--- src/rtl/program_store_pkg.sv ---
//==============================================================================
// Module      : program_store_pkg
// Description : Shared types and constants for the CPU program store.
// Revision    : 1.0 - initial release
//==============================================================================
`default_nettype none

package program_store_pkg;

  typedef enum logic [1:0] {
    RUN     = 2'd0,
    LD_HI   = 2'd1,
    LD_LO   = 2'd2,
    RELEASE = 2'd3
  } state_t;

  localparam int         PROG_DEPTH = 16;
  localparam logic [7:0] NOP        = 8'h00;

  // Ramen-timer program the chip runs when nothing has been loaded.
  localparam logic [7:0] DEFAULT_PROG [PROG_DEPTH] = '{
    8'hB7, 8'h01, 8'hE1, 8'h01, 8'hE3, 8'hB6, 8'h01, 8'hE6,
    8'h01, 8'hE8, 8'hB0, 8'hB4, 8'h01, 8'hEA, 8'hB8, 8'hFF
  };

  function automatic logic [7:0] make_instr(input logic [3:0] hi, input logic [3:0] lo);
    return {hi, lo};
  endfunction

endpackage

`default_nettype wire

--- src/rtl/program_store_if.sv ---
//==============================================================================
// Module      : program_store_if
// Description : CPU fetch bus and program-load pins of the program store.
// Revision    : 1.0 - initial release
//==============================================================================
`default_nettype none

interface program_store_if #(
  parameter int ADDR_W = 4
);
  logic [ADDR_W-1:0] address;
  logic [7:0]        instr;
  logic              load_mode;
  logic [3:0]        nib_in;
  logic              nib_stb;
  logic              cpu_n_reset;
  logic [ADDR_W-1:0] wr_ptr;
  logic              busy;

  modport master (
    output address, load_mode, nib_in, nib_stb,
    input  instr, cpu_n_reset, wr_ptr, busy
  );

  modport slave (
    input  address, load_mode, nib_in, nib_stb,
    output instr, cpu_n_reset, wr_ptr, busy
  );
endinterface

`default_nettype wire

--- src/rtl/program_store_pin_sync.sv ---
//==============================================================================
// Module      : pin_sync
// Description : Multi-flop synchronizer for a bus of asynchronous pins.
// Revision    : 1.0 - initial release
//==============================================================================
`default_nettype none

module pin_sync #(
  parameter int SYNC_STAGES = 2,
  parameter int W           = 1
) (
  input  wire logic         clk,
  input  wire logic         rst,
  input  wire logic [W-1:0] i_async,
  output logic      [W-1:0] o_sync
);

  logic [W-1:0] r_stage [SYNC_STAGES];

  always_ff @(posedge clk or posedge rst) begin
    if (rst) begin
      for (int i = 0; i < SYNC_STAGES; i++) r_stage[i] <= '0;
    end else begin
      r_stage[0] <= i_async;
      for (int i = 1; i < SYNC_STAGES; i++) r_stage[i] <= r_stage[i-1];
    end
  end

  assign o_sync = r_stage[SYNC_STAGES-1];

endmodule

`default_nettype wire

--- src/rtl/program_store.sv ---
//==============================================================================
// Module      : program_store
// Description : 16x8 writable program memory for the 4-bit CPU, loaded in
//               system from nibble pins while the CPU is held in reset.
// Revision    : 1.0 - initial release
//==============================================================================
`default_nettype none

module program_store
  import program_store_pkg::*;
#(
  parameter int DEPTH       = 16,
  parameter int ADDR_W      = 4,
  parameter int SYNC_STAGES = 2
) (
  input  wire logic         clk,
  input  wire logic         rst,
  program_store_if.slave    bus
);

  logic [5:0]        w_pins;
  logic              w_ld_s;
  logic              w_stb_s;
  logic [3:0]        w_nib_s;
  logic              r_ld_prev;
  logic              r_stb_prev;
  logic              w_ld_rise;
  logic              w_stb_edge;

  state_t            r_state;
  state_t            w_state_next;
  logic              w_wr_en;
  logic              w_hi_cap;
  logic              w_ptr_clr;

  logic [3:0]        r_hi_nib;
  logic [ADDR_W-1:0] r_wr_ptr;
  logic              r_cpu_n_reset;
  logic [7:0]        r_mem [DEPTH];

  pin_sync #(
    .SYNC_STAGES (SYNC_STAGES),
    .W           (6)
  ) u_pin_sync (
    .clk     (clk),
    .rst     (rst),
    .i_async ({bus.load_mode, bus.nib_stb, bus.nib_in}),
    .o_sync  (w_pins)
  );

  assign w_ld_s     = w_pins[5];
  assign w_stb_s    = w_pins[4];
  assign w_nib_s    = w_pins[3:0];
  assign w_ld_rise  = w_ld_s & ~r_ld_prev;
  assign w_stb_edge = w_stb_s & ~r_stb_prev;

  // A falling load_mode always wins over a strobe seen in the same cycle.
  always_comb begin
    w_state_next = r_state;
    w_wr_en      = 1'b0;
    w_hi_cap     = 1'b0;
    w_ptr_clr    = 1'b0;
    case (r_state)
      RUN: begin
        if (w_ld_rise) begin
          w_state_next = LD_HI;
          w_ptr_clr    = 1'b1;
        end
      end
      LD_HI: begin
        if (!w_ld_s) begin
          w_state_next = RELEASE;
        end else if (w_stb_edge) begin
          w_hi_cap     = 1'b1;
          w_state_next = LD_LO;
        end
      end
      LD_LO: begin
        if (!w_ld_s) begin
          w_state_next = RELEASE;
        end else if (w_stb_edge) begin
          w_wr_en      = 1'b1;
          w_state_next = LD_HI;
        end
      end
      RELEASE: w_state_next = RUN;
      default: w_state_next = RUN;
    endcase
  end

  always_ff @(posedge clk or posedge rst) begin
    if (rst) begin
      r_state       <= RELEASE;
      r_ld_prev     <= 1'b0;
      r_stb_prev    <= 1'b0;
      r_hi_nib      <= 4'h0;
      r_wr_ptr      <= '0;
      r_cpu_n_reset <= 1'b0;
    end else begin
      r_state       <= w_state_next;
      r_ld_prev     <= w_ld_s;
      r_stb_prev    <= w_stb_s;
      // Registered from next state so the CPU leaves reset on the edge entering RUN.
      r_cpu_n_reset <= (w_state_next == RUN);
      if (w_hi_cap) r_hi_nib <= w_nib_s;
      if (w_ptr_clr) begin
        r_wr_ptr <= '0;
      end else if (w_wr_en) begin
        r_wr_ptr <= r_wr_ptr + ADDR_W'(1);
      end
    end
  end

  always_ff @(posedge clk or posedge rst) begin
    if (rst) begin
      for (int i = 0; i < DEPTH; i++) r_mem[i] <= DEFAULT_PROG[i];
    end else if (w_wr_en) begin
      r_mem[r_wr_ptr] <= make_instr(r_hi_nib, w_nib_s);
    end
  end

  assign bus.instr       = (r_state == RUN) ? r_mem[bus.address] : NOP;
  assign bus.cpu_n_reset = r_cpu_n_reset;
  assign bus.wr_ptr      = r_wr_ptr;
  assign bus.busy        = (r_state != RUN);

endmodule

`default_nettype wire

--- src/flat_wrapper.sv ---
// flat-port wrapper written by rule: the top's interface ports become plain ports
module program_store_flat import program_store_pkg::*;
#(
  parameter int DEPTH       = 16,
  parameter int ADDR_W      = 4,
  parameter int SYNC_STAGES = 2
)
  (clk, rst, bus_address, bus_load_mode, bus_nib_in, bus_nib_stb, bus_instr, bus_cpu_n_reset, bus_wr_ptr, bus_busy);
  program_store_if #(.ADDR_W(ADDR_W)) bus_i ();
  input  wire logic clk;
  input  wire logic rst;
  input wire logic [$bits(bus_i.address)-1:0] bus_address;
  input wire logic [$bits(bus_i.load_mode)-1:0] bus_load_mode;
  input wire logic [$bits(bus_i.nib_in)-1:0] bus_nib_in;
  input wire logic [$bits(bus_i.nib_stb)-1:0] bus_nib_stb;
  output wire logic [$bits(bus_i.instr)-1:0] bus_instr;
  output wire logic [$bits(bus_i.cpu_n_reset)-1:0] bus_cpu_n_reset;
  output wire logic [$bits(bus_i.wr_ptr)-1:0] bus_wr_ptr;
  output wire logic [$bits(bus_i.busy)-1:0] bus_busy;
  assign bus_i.address = bus_address;
  assign bus_i.load_mode = bus_load_mode;
  assign bus_i.nib_in = bus_nib_in;
  assign bus_i.nib_stb = bus_nib_stb;
  assign bus_instr = bus_i.instr;
  assign bus_cpu_n_reset = bus_i.cpu_n_reset;
  assign bus_wr_ptr = bus_i.wr_ptr;
  assign bus_busy = bus_i.busy;
  program_store #(.DEPTH(DEPTH), .ADDR_W(ADDR_W), .SYNC_STAGES(SYNC_STAGES)) u_core (.clk(clk), .rst(rst), .bus(bus_i));
endmodule
--- config.mk ---
export PLATFORM = sky130hd
export DESIGN_NAME = program_store_flat
export DESIGN_NICKNAME = d
export VERILOG_FILES = /design/src/rtl/program_store_pkg.sv /design/src/rtl/program_store_if.sv /design/src/rtl/program_store_pin_sync.sv /design/src/rtl/program_store.sv /design/src/flat_wrapper.sv
export SDC_FILE = /design/constraint.sdc
export NUM_CORES = 1
export LEC_CHECK = 0
export CAP_MARGIN = 20
export CORE_ASPECT_RATIO = 1.1
export CORE_MARGIN = 5
export CORE_UTILIZATION = 30
export DETAILED_ROUTE_END_ITERATION = 10
export PLACE_DENSITY = 0.56
export SLEW_MARGIN = 20
export SYNTH_ARGS = -nofsm -noshare
export SYNTH_HDL_FRONTEND = slang
export SYNTH_SLANG_ARGS = --single-unit
--- constraint.sdc ---
create_clock -name clk -period 6.5 [get_ports clk]
set_input_delay 1.95 -clock clk [delete_from_list [all_inputs] [get_ports clk]]
set_output_delay 1.95 -clock clk [all_outputs]
set_load 0.01 [all_outputs]
run_1/final_clocks.png
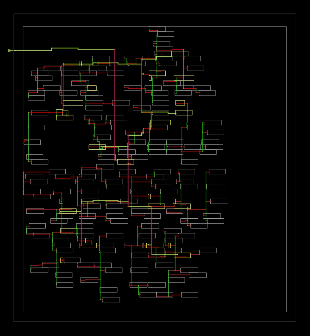
Skew-Pair Late Insertion Delay: 0.43 ns
clk_skew: 0.00644 ns
FFs & Latches: 153
Layout clock buffers: 25

run_1/zoom.png
Window x 65 to 90, y 73 to 98 um. Cells in gray, sequential cells in the stronger gray; small squares are vias.
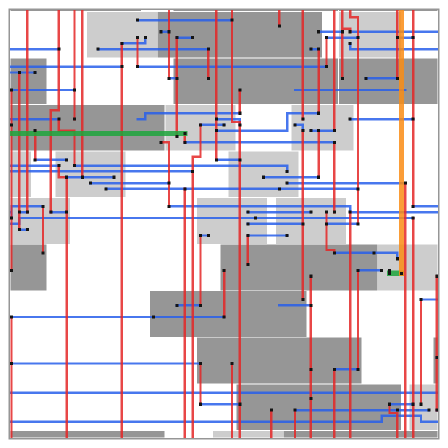
Key: red = met2; green = met3; orange = met4; blue = met1
18 logic cells have their middle in the window. Netlist names of flops here include `u_core.r_mem` (7), `u_core.r_hi_nib` (1). Sequential cells in the window: 8. Most frequent: mux2_2 (6).

run_1/density.png
Scale: 1.5 px per um. The die is cut into 16 by 17 equal tiles; black is low, pale yellow is high, 0 to 100% covered.
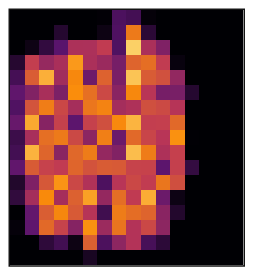
The emptiest ninth of the die: bottom right. The fullest tile reaches 90%. The mean over all tiles is 29%. 38% of the tiles are nearly empty. 5.1% of the tiles are over 75% full. The densest ninth of the die: middle.

==> results.py, run 1 <==
# Synthesis and PnR figures
metrics = {
    "route": {
        "vias_per_cell": 4.89,
        "routedWlPerCell_um": 19.4,
        "ant_nets": 0,
    },
    "pwr": {
        "p_per_area_mw_per_mm2": 295,
        "p_total_uw": 2400,
    },
    "clocking": {
        "cts_resized": 0,
        "cts_buffer_depth": 2,
        "clk_pin_slew_worst_paths_ns": 0.06,
        "clock-sinks": 153,
        "cts_setup_buffers": 0,
    },
    "worst_setup_path": {
        "crit_required_ns": 4.55,
        "critPathKind": "primary input to primary output",
    },
    "global_route": {
        "grt_pass1_wl_um": 25000,
        "grt.total_usage": 0.125,
        "grt-ovfl-total": 0,
    },
    "sta": {
        "hold_violations": 0,
        "fin_ws_ns": 0.303,
        "fin_hold_ws_ns": 0.352,
        "maxSlewViolCount": 0,
        "post-route-min-period_ns": 6.20,
        "setup_viol_count_final": 0,
    },
    "placement": {
        "place_congestion": 0.744,
        "dp_cells": 775,
    },
    "layout": {
        "drive_above_1_share": 0.503,
        "finalNetCount": 510,
    },
    "yosys": {
        "top_cell": "mux2_2",
        "synth_flop_count": 153,
        "synth_cell_types": 39,
        "syn_nets": 489,
        "ys_area_mm2": 0.00700,
        "ys_warn_count": 0,
        "async_reset_ff_frac": 1.00,
    },
    "status": {
        "run_status": "finished, final reports clean",
    },
    "min_path": {
        "hold_path_end": "u_core.u_pin_sync.o_sync[3]",
        "hold_class": "flip-flop to flip-flop",
    },
    "die": {
        "fp-utilization": 0.305,
        "core_area_mm2": 0.0229,
    },
}
## run 1: where the power goes
part	internal, uW	leakage, uW	switching (uW)
Combinational	132	0.00141	135
Sequential	1030	0.00187	104
Clock	624	0.000286	372
Total	1790	0.00357	611
## run 1: placed cells by master, fill, tap and decap left out, drive strengths merged, types with 5 or more instances in the layout
cell             n
clkdlybuf4s50   24
dfrtp           93
and3             6
mux4            14
dfstp           60
inv              5
a22oi           18
buf              8
mux2i           43
nor2            10
mux2           132
clkbuf          25
nand2           16
o22ai            8
## run 1: worst max-delay path, cell delays in order
cell and delay [ns]:
clkdlybuf4s50_1 0.58, nor2b_1 0.77, a22oi_1 0.21, nand2_1 0.11, o22ai_1 0.08, clkdlybuf4s50_1 0.54
## run 1: sequential cells by signal, summed over array words and instances, names as in the netlist
signal	flops
u_core.r_hi_nib	4
u_core.r_stb_prev	1
u_core.bus.wr_ptr	4
u_core.bus.cpu_n_reset	1
u_core.u_pin_sync.o_sync	6
u_core.r_state	2
u_core.u_pin_sync.r_stage	6
u_core.r_ld_prev	1
u_core.r_mem	128
## run 1: cell families (layout without fill, tap and decap cells)
family                   Yosys count  in the layout  synth area share
adder cells (fa/ha/maj)            4              4           0.00715
AND-OR/OR-AND                     33             33            0.0327
multiplexers                     189            189             0.319
AND/OR/NAND/NOR                   57             57            0.0568
buffers and inverters             34             68            0.0231
flip-flops                       153            153             0.558
XOR/XNOR                           3              3           0.00375
## run 1: final cells by class
class / instances / share of cell area
multi-input cells: 286 / 0.361
well taps: 300 / 0.0461
clock buffers: 25 / 0.0584
flip-flops and latches: 153 / 0.480
repair buffers: 32 / 0.0381
inverters: 4 / 0.00277
clock inverters: 7 / 0.0143
--- run 2 (diff from run 1) ---
Settings changed: CORE_ASPECT_RATIO 1.1 to 1.25, CTS_BUF_LIST set to sky130_fd_sc_hd__clkbuf_4.
run_2/zoom.png
Window x 61 to 86, y 78 to 103 um. Cells in gray, sequential cells in the stronger gray; small squares are vias.
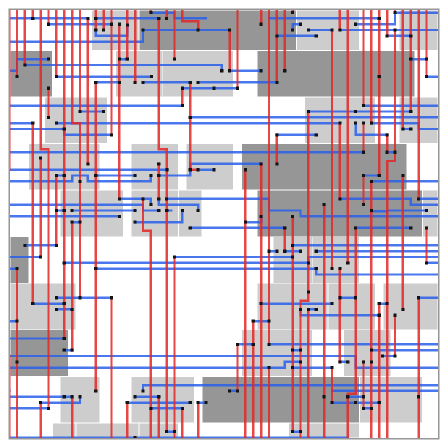
Key: red = met2; blue = met1
Netlist names of flops here include `u_core.r_mem` (5). Most frequent: mux2_2 (8), a22oi_1 (6), mux2i_1 (6). Sequential cells in the window: 5. 30 logic cells have their middle in the window.

==> results.py, run 2 <==
# Synthesis and PnR figures
metrics = {
    "status": {
        "run_status": "finished, final reports clean",
    },
    "yosys": {
        "syn_nets": 489,
        "ys_area_mm2": 0.00700,
        "async_reset_ff_frac": 1.00,
        "ys_warn_count": 0,
        "top_cell": "mux2_2",
    },
    "pwr": {
        "p_per_area_mw_per_mm2": 250,
        "p_total_uw": 1950,
    },
    "sta": {
        "fin_ws_ns": 0.310,
        "setup_viol_count_final": 0,
        "fin_hold_ws_ns": 0.356,
        "maxSlewViolCount": 0,
        "worstMarginPinSlew_ns": 0.888,
        "post-route-min-period_ns": 6.19,
    },
    "clocking": {
        "clk_latency_ns": 0.54,
        "clk_pin_slew_worst_paths_ns": 0.15,
        "cts_setup_buffers": 0,
        "cts_buffer_depth": 2,
        "clock-sinks": 153,
        "cts_resized": 0,
    },
    "worst_setup_path": {
        "cpMaxStageDelayCell": "clkdlybuf4s50_1",
        "cp_top_family": "buffers and inverters",
        "path_depth": 6,
        "cp_common_cell": "clkdlybuf4s50_1",
        "crit_required_ns": 4.55,
        "crit_buf_inv": 3,
        "critPathKind": "primary input to primary output",
        "worstPathCellList": "clkdlybuf4s50_1 > buf_4 > mux4_2 > mux2i_1 > o22ai_1 > clkdlybuf4s50_1",
    },
    "layout": {
        "largest_reg_flops": 128,
        "layout_top_cells": "mux2_2 (131), dfrtp_1 (93), dfstp_2 (60), mux2i_1 (43), clkdlybuf4s50_1 (24)",
        "finalNetCount": 513,
        "lay_top_count": "mux2_2",
    },
    "placement": {
        "place_congestion": 0.766,
        "dp_cells": 766,
    },
    "route": {
        "ant_nets": 0,
        "routedWlPerCell_um": 19.7,
    },
    "die": {
        "core_area_mm2": 0.0230,
        "fp-utilization": 0.305,
    },
    "min_path": {
        "hold_class": "flip-flop to flip-flop",
    },
    "global_route": {
        "grt.total_usage": 0.123,
        "grt-ovfl-total": 0,
    },
}
==> run 2: cell counts after synthesis <==
No cell type changed its count.
==> run 2: power breakdown <==
part | total (uW) | leakage (uW) | switching, uW | internal (uW)
clock | 543 | 0.000144 | 377 | 167
sequential | 1140 | 0.00187 | 109 | 1030
combinational | 267 | 0.00143 | 133 | 134
==> run 2: kinds of logic (layout without fill, tap and decap cells) <==
kind of cell               after synthesis  after routing  share of synthesized area
buffers and inverters                   34             71                     0.0231
muxes                                  189            189                      0.319
AOI/OAI and AO/OA                       33             33                     0.0327
xor gates and xnor gates                 3              3                    0.00375
adders and majority gates                4              4                    0.00715
and+or+nand+nor                         57             57                     0.0568
DFF                                    153            153                      0.558
other                                    0              1                          0
==> run 2: area by class of cell <==
| class | count | area (um^2) |
|---|---|---|
| flip-flops and latches | 153 | 3900 |
| diodes | 1 | 2.50 |
| well taps | 288 | 360 |
| clock inverters | 15 | 130 |
| inverters | 4 | 20.0 |
| fillers | 2255 | 15100 |
| clock buffers | 17 | 128 |
| multi-input cells | 286 | 2940 |
| repair buffers | 35 | 333 |
==> run 2: final timing paths <==
| path | to | slack, ns |
|---|---|---|
| hold reg to reg | u_core.u_pin_sync.o_sync[1] | 0.36 |
| min in group asynchronous | u_core.r_mem[115] | 1.92 |
| setup / recovery | bus_instr[4] | 0.31 |
| hold / removal | u_core.u_pin_sync.o_sync[1] | 0.36 |
| max in group asynchronous | u_core.r_mem[54] | 3.50 |
| setup reg to reg | u_core.r_mem[46] | 4.22 |
==> run 2: routing by layer <==
| layer | share of wire | vias up |
|---|---|---|
| li1 | - | 1780 |
| met1 | 0.43 | 2078 |
| met2 | 0.52 | 62 |
| met3 | 0.020 | 27 |
| met4 | 0.023 | 0 |
| met5 | 0 | - |
--- run 3 (diff from run 2) ---
Settings changed: CTS_CLUSTER_DIAMETER set to 200, MAX_ROUTING_LAYER set to met4.
run_3/density.png
Scale: 1.5 px per um. The die is cut into 15 by 18 equal tiles; black is low, pale yellow is high, 0 to 100% covered.
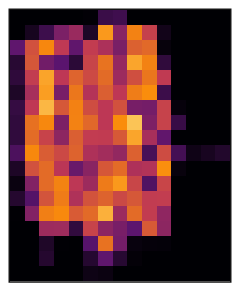
The fullest tile reaches 87%. The emptiest ninth of the die: top right. 4.4% of the tiles are over 75% full. 38% of the tiles are nearly empty.

==> results.py, run 3 <==
# Synthesis and PnR figures
metrics = {
    "yosys": {
        "syn_nets": 489,
        "ys_area_mm2": 0.00700,
        "ys_warn_count": 0,
        "top_cell": "mux2_2",
        "async_reset_ff_frac": 1.00,
    },
    "sta": {
        "fin_ws_ns": 0.307,
        "max_clock_freq_mhz": 161,
        "setup_viol_count_final": 0,
        "post-route-min-period_ns": 6.19,
        "worstMarginPinSlew_ns": 0.880,
    },
    "pwr": {
        "p_per_area_mw_per_mm2": 250,
        "p_total_uw": 1950,
    },
    "worst_setup_path": {
        "crit_buf_inv": 3,
        "critPathKind": "primary input to primary output",
        "worstPathCellList": "clkdlybuf4s50_1 > buf_4 > mux4_2 > mux2i_1 > o22ai_1 > clkdlybuf4s50_1",
        "r2r-end": "u_core.r_mem[46]",
        "worstSetupStartpointType": "primary input",
        "rrSetupSlack_ns": 4.21,
        "cp_common_cell": "clkdlybuf4s50_1",
        "cpMaxStageDelayCell": "clkdlybuf4s50_1",
        "crit_required_ns": 4.55,
        "cp_top_family": "buffers and inverters",
    },
    "layout": {
        "lay_top_count": "mux2_2",
        "comb_area_mm2": 0.00294,
        "finalNetCount": 513,
        "largest_reg_flops": 128,
        "regArea_mm2": 0.00390,
        "layout_top_cells": "mux2_2 (131), dfrtp_1 (93), dfstp_2 (60), mux2i_1 (43), clkdlybuf4s50_1 (24)",
    },
    "route": {
        "ant_nets": 0,
        "wl_met1_um": 6760,
        "wl_met2_um": 8310,
        "wl_met3_um": 263,
        "routedWlPerCell_um": 19.6,
    },
    "clocking": {
        "clk_pin_slew_worst_paths_ns": 0.15,
        "cts_setup_buffers": 0,
        "clock-sinks": 153,
    },
    "die": {
        "fp-utilization": 0.305,
        "core_area_mm2": 0.0230,
    },
    "global_route": {
        "grt.total_usage": 0.127,
        "grt-ovfl-total": 0,
    },
    "placement": {
        "dp_cells": 766,
        "place_congestion": 0.776,
    },
    "status": {
        "run_status": "finished, final reports clean",
    },
    "min_path": {
        "hold_class": "flip-flop to flip-flop",
    },
}
run 3: cell counts after synthesis:
No cell type changed its count.
run 3: cell families (layout without fill, tap and decap cells):
| logic type | Yosys count | in the layout | synth area share |
|---|---|---|---|
| xor gates and xnor gates | 3 | 3 | 0.00375 |
| buffers and inverters | 34 | 71 | 0.0231 |
| other | 0 | 1 | 0 |
| adders and majority gates | 4 | 4 | 0.00715 |
| AOI/OAI and AO/OA | 33 | 33 | 0.0327 |
| muxes | 189 | 189 | 0.319 |
| and+or+nand+nor | 57 | 57 | 0.0568 |
| DFF | 153 | 153 | 0.558 |
run 3: final cells by class:
cell class / instances / area share
Sequential cell: 153 / 0.500
Multi-Input combinational cell: 286 / 0.376
Tap cell: 288 / 0.0461
Timing Repair Buffer: 35 / 0.0426
Clock inverter: 15 / 0.0167
Clock buffer: 17 / 0.0163
Inverter: 4 / 0.00256
Antenna cell: 1 / 0.000320
run 3: power breakdown:
| part | total, uW | switching (uW) | internal [uW] |
|---|---|---|---|
| Clock | 545 | 378 | 167 |
| Sequential | 1140 | 108 | 1030 |
| Combinational | 268 | 134 | 134 |
run 3: worst max-delay path by stage:
stage,start,end,slack [ns],cells past startpoint
finish,bus_address[2],bus_instr[4],0.31,6
global placement,bus_address[2],bus_instr[4],0.34,6
floorplan,rst,u_core.bus.cpu_n_reset,0.53,1
CTS,bus_address[2],bus_instr[4],0.30,6
global route,bus_address[2],bus_instr[3],0.24,6
detailed placement,bus_address[2],bus_instr[4],0.31,6

==> screenshots <==
Clock distribution.
Scale: 3 px per um.
image #1
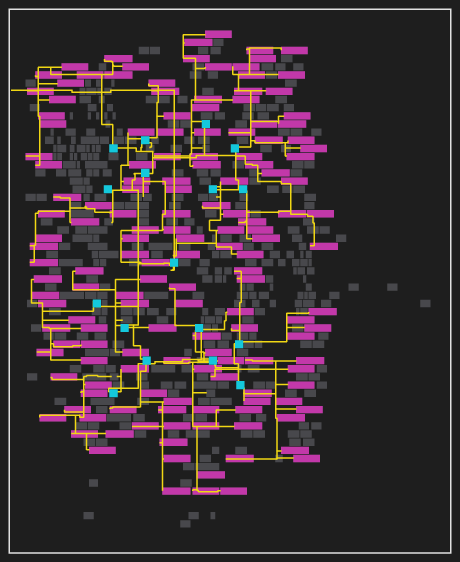
image #2
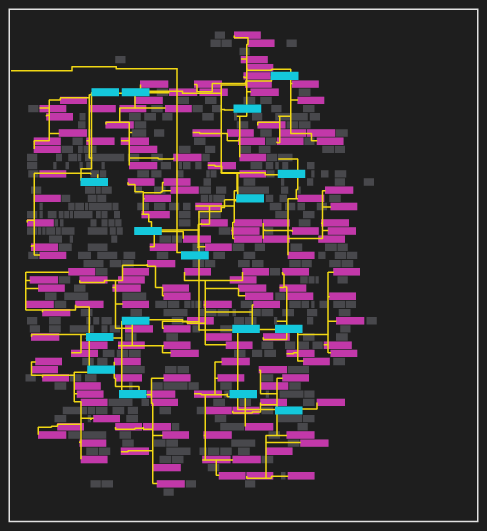
Image #2 comes from run 1.
Image #1 comes from run 3.

Key to image #1:
Key: yellow = clock wires [length 1830 um]; magenta = flip-flops [count 153]; cyan = cells driving clock nets [count 17]
There are 18 routed clock nets.

Power and IR drop assume default switching activity.
